Design float_multiplier_param, sky130hd; sources not shown.
Port wiring:
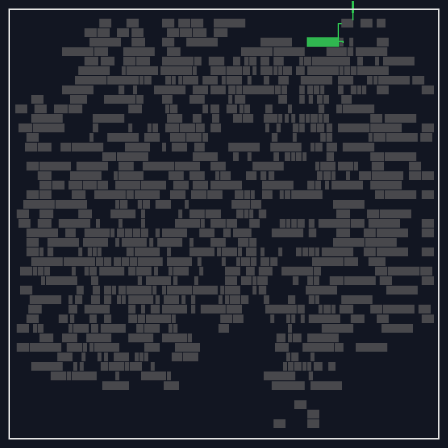
Green stands for underflow, bits 1, direction output, end cells 1, buffers 1, wire 9.70 um.
Port Buf Inserts: 55
Boundary Pins: 56

M2 wires:
Cells faint in the background.
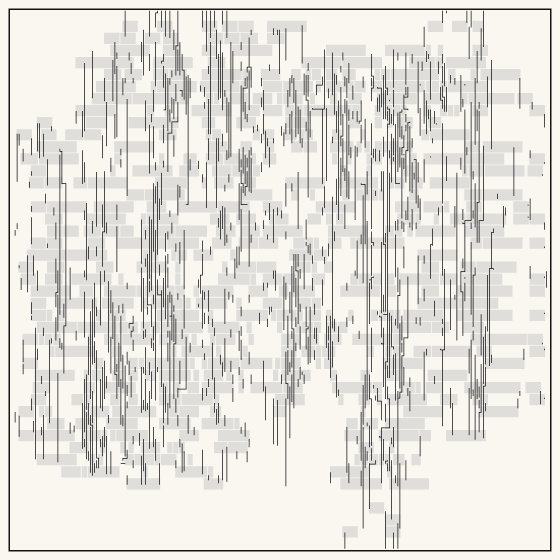
The layer holds 45% of the routed length. The layer carries 4910 um of wire. 563 nets have wire on it.
via count: 3926
met2 Use GR: 25.5%
DRT Wirelength: 10900 um

==> impl_metrics.csv <==
group,metric,value,unit
outcome,run_status,"completed",
global_route,grt_antenna_before_repair,0,
synthesis,synthAoiAreaFrac,12.9,%
cts,cts_buffers,9,
floorplanning,fp-row-count,43,
worst_setup_path,crit_fanout,9,
final_timing,timing.final.ws_setup,6.10,ns
synthesis,synthArstFlopShare,100,%
global_route,grt.busiest_layer,"met2",
cts,clk_path_buf_depth,2,
final_timing,maxSlewHeadroom,31.4,%
final_timing,finalHoldViolCount,0,
place,gp_congestion,0.852,
floorplanning,die_h,122,um
floorplanning,core_region_area,14000,um^2
layout,nets,727,
run,maxCapViolCount,0,
final_timing,setup_viol,0,
synthesis,synth_cell_types,61,
cts,cts_hold_buf,0,
synthesis,ys.flop_type,"dfrtp_1",
routing,highest_layer,"met4",
synthesis,mux_share,6.62,%
final_timing,fmax,222,MHz
final_timing,fin_crit_sh,42.5,%
worst_setup_path,cp_slowest_cell,"fa_1",
worst_setup_path,worstPathCellList,"and2_1 > fa_1 > inv_1 > fa_1 > inv_1 > fa_1 > inv_1 > fa_1 > inv_1 > ha_1 > o211a_1 > o211ai_2 > o2bb2ai_2 > a311oi_2 > or3_1 > a21oi_1",
final_timing,slew_violations,0,
place,post-place-ws,6.06,ns
layout,diodes,0,
final_timing,hold_slack,0.431,ns
global_route,globalRouteMet1Util,23.1,%
layout,layout_top_cell,"dfrtp_1",
synthesis,logic_family,"adder cells",
synthesis,synth-xor-area-share,1.98,%
floorplanning,fp_util,41.2,%
cts,htreeDepth,3,
synthesis,yosys.area.top_type,"dfrtp_1",
routing,wl_per_cell,13.8,um
worst_setup_path,cp_num_cells,16,
synthesis,numSynthFlops,83,
run,openroad.warnings,27,
global_route,grtUsageTotal,16.5,%
synthesis,top_area_share,35.6,%
routing,met1_length,5560,um
layout,syn_to_final_growth,17.3,%
worst_setup_path,cp_slowest_stage_delay,0.52,ns
routing,drtPass1Iterations,4,
final_timing,rsz0062_at_grt,"false",
cts,cts_root_buffer,"clkbuf_16",
floorplanning,die_area,14900,um^2
global_route,grt_pass1_wl,19200,um
place,dp_hpwl,8450,um
synthesis,synth-edff-count,0,
synthesis,yosys_warnings,0,
final_timing,tns,0,ns
global_route,grt-ovfl-total,0,
synthesis,ys_top_cells_by_area,"dfrtp_1 36%, fa_1 13%, ha_1 11%",
min_path,hold_path.class,"reg -> reg",
final_timing,tightest_slew,1.03,ns
worst_setup_path,rrSetupSlack,6.10,ns
layout,layout-drive-gt1-share,9.33,%
synthesis,synth_area_per_cell,10.4,um^2
final_timing,fin_crit,4.50,ns
routing,routed-wl-met2,4910,um
routing,drt-initial-drc-count,155,
cts,post-cts-setup-buffers,0,
synthesis,netlist_area,5760,um^2
worst_setup_path,arrival,4.73,ns
floorplanning,dieWidth,122,um
synthesis,adder_share,23.1,%
routing,ant_nets,0,
global_route,grt_max_degree,84,
global_route,grt_pass1_vias,4023,
routing,viasPerCell,4.96,
worst_setup_path,path_class,"reg -> reg",
worst_setup_path,cp-end-kind,"register",
min_path,hold_path_depth,2,
global_route,grtUsageMet3,2.86,%
cts,clkTransAtPathRegs,0.06,ns
worst_setup_path,worstPathRequired,10.83,ns
metrics by stage:
| stage | instance area (um^2) | instances | utilization [%] |
|---|---|---|---|
| 6_report | 6760 | 791 | 48.3 |
| 5_1_grt | 6760 | 791 | 48.3 |
| 4_1_cts | 6760 | 791 | 48.3 |
| 3_5_place_dp | 6450 | 775 | 46.1 |
| 3_3_place_gp | 6450 | 775 | 46.1 |
| 2_1_floorplan | 5660 | 539 | - |
cell families after synthesis:
family,Yosys count
XOR/XNOR,13
adder cells (fa/ha/maj),85
buffers and inverters,84
flip-flops,83
multiplexers,34
AND-OR/OR-AND,106
AND/OR/NAND/NOR,151
area by class of cell:
class | instances | area, um^2
Fill cell | 1352 | 7230
Multi-Input combinational cell | 389 | 3340
Sequential cell | 83 | 2080
Timing Repair Buffer | 56 | 556
Clock buffer | 12 | 256
Inverter | 67 | 251
Tap cell | 180 | 225
Clock inverter | 4 | 56.3
cell usage after synthesis (4+ instances only):
cell and number:
a221o_1 12, a21o_1 7, dfrtp_1 82, xnor2_1 8, buf_4 4, nor4_1 4, o21ai_0 17, and2_1 29
inv_1 67, a21oi_1 24, nor2_1 32, or3_1 4, ha_1 49, nand2_1 47, buf_2 9, and2_2 5
mux2_2 15, a31oi_1 8, nand3_1 7, mux2_1 18, xor2_1 5, fa_1 36, nor2b_1 4, o21ai_1 11
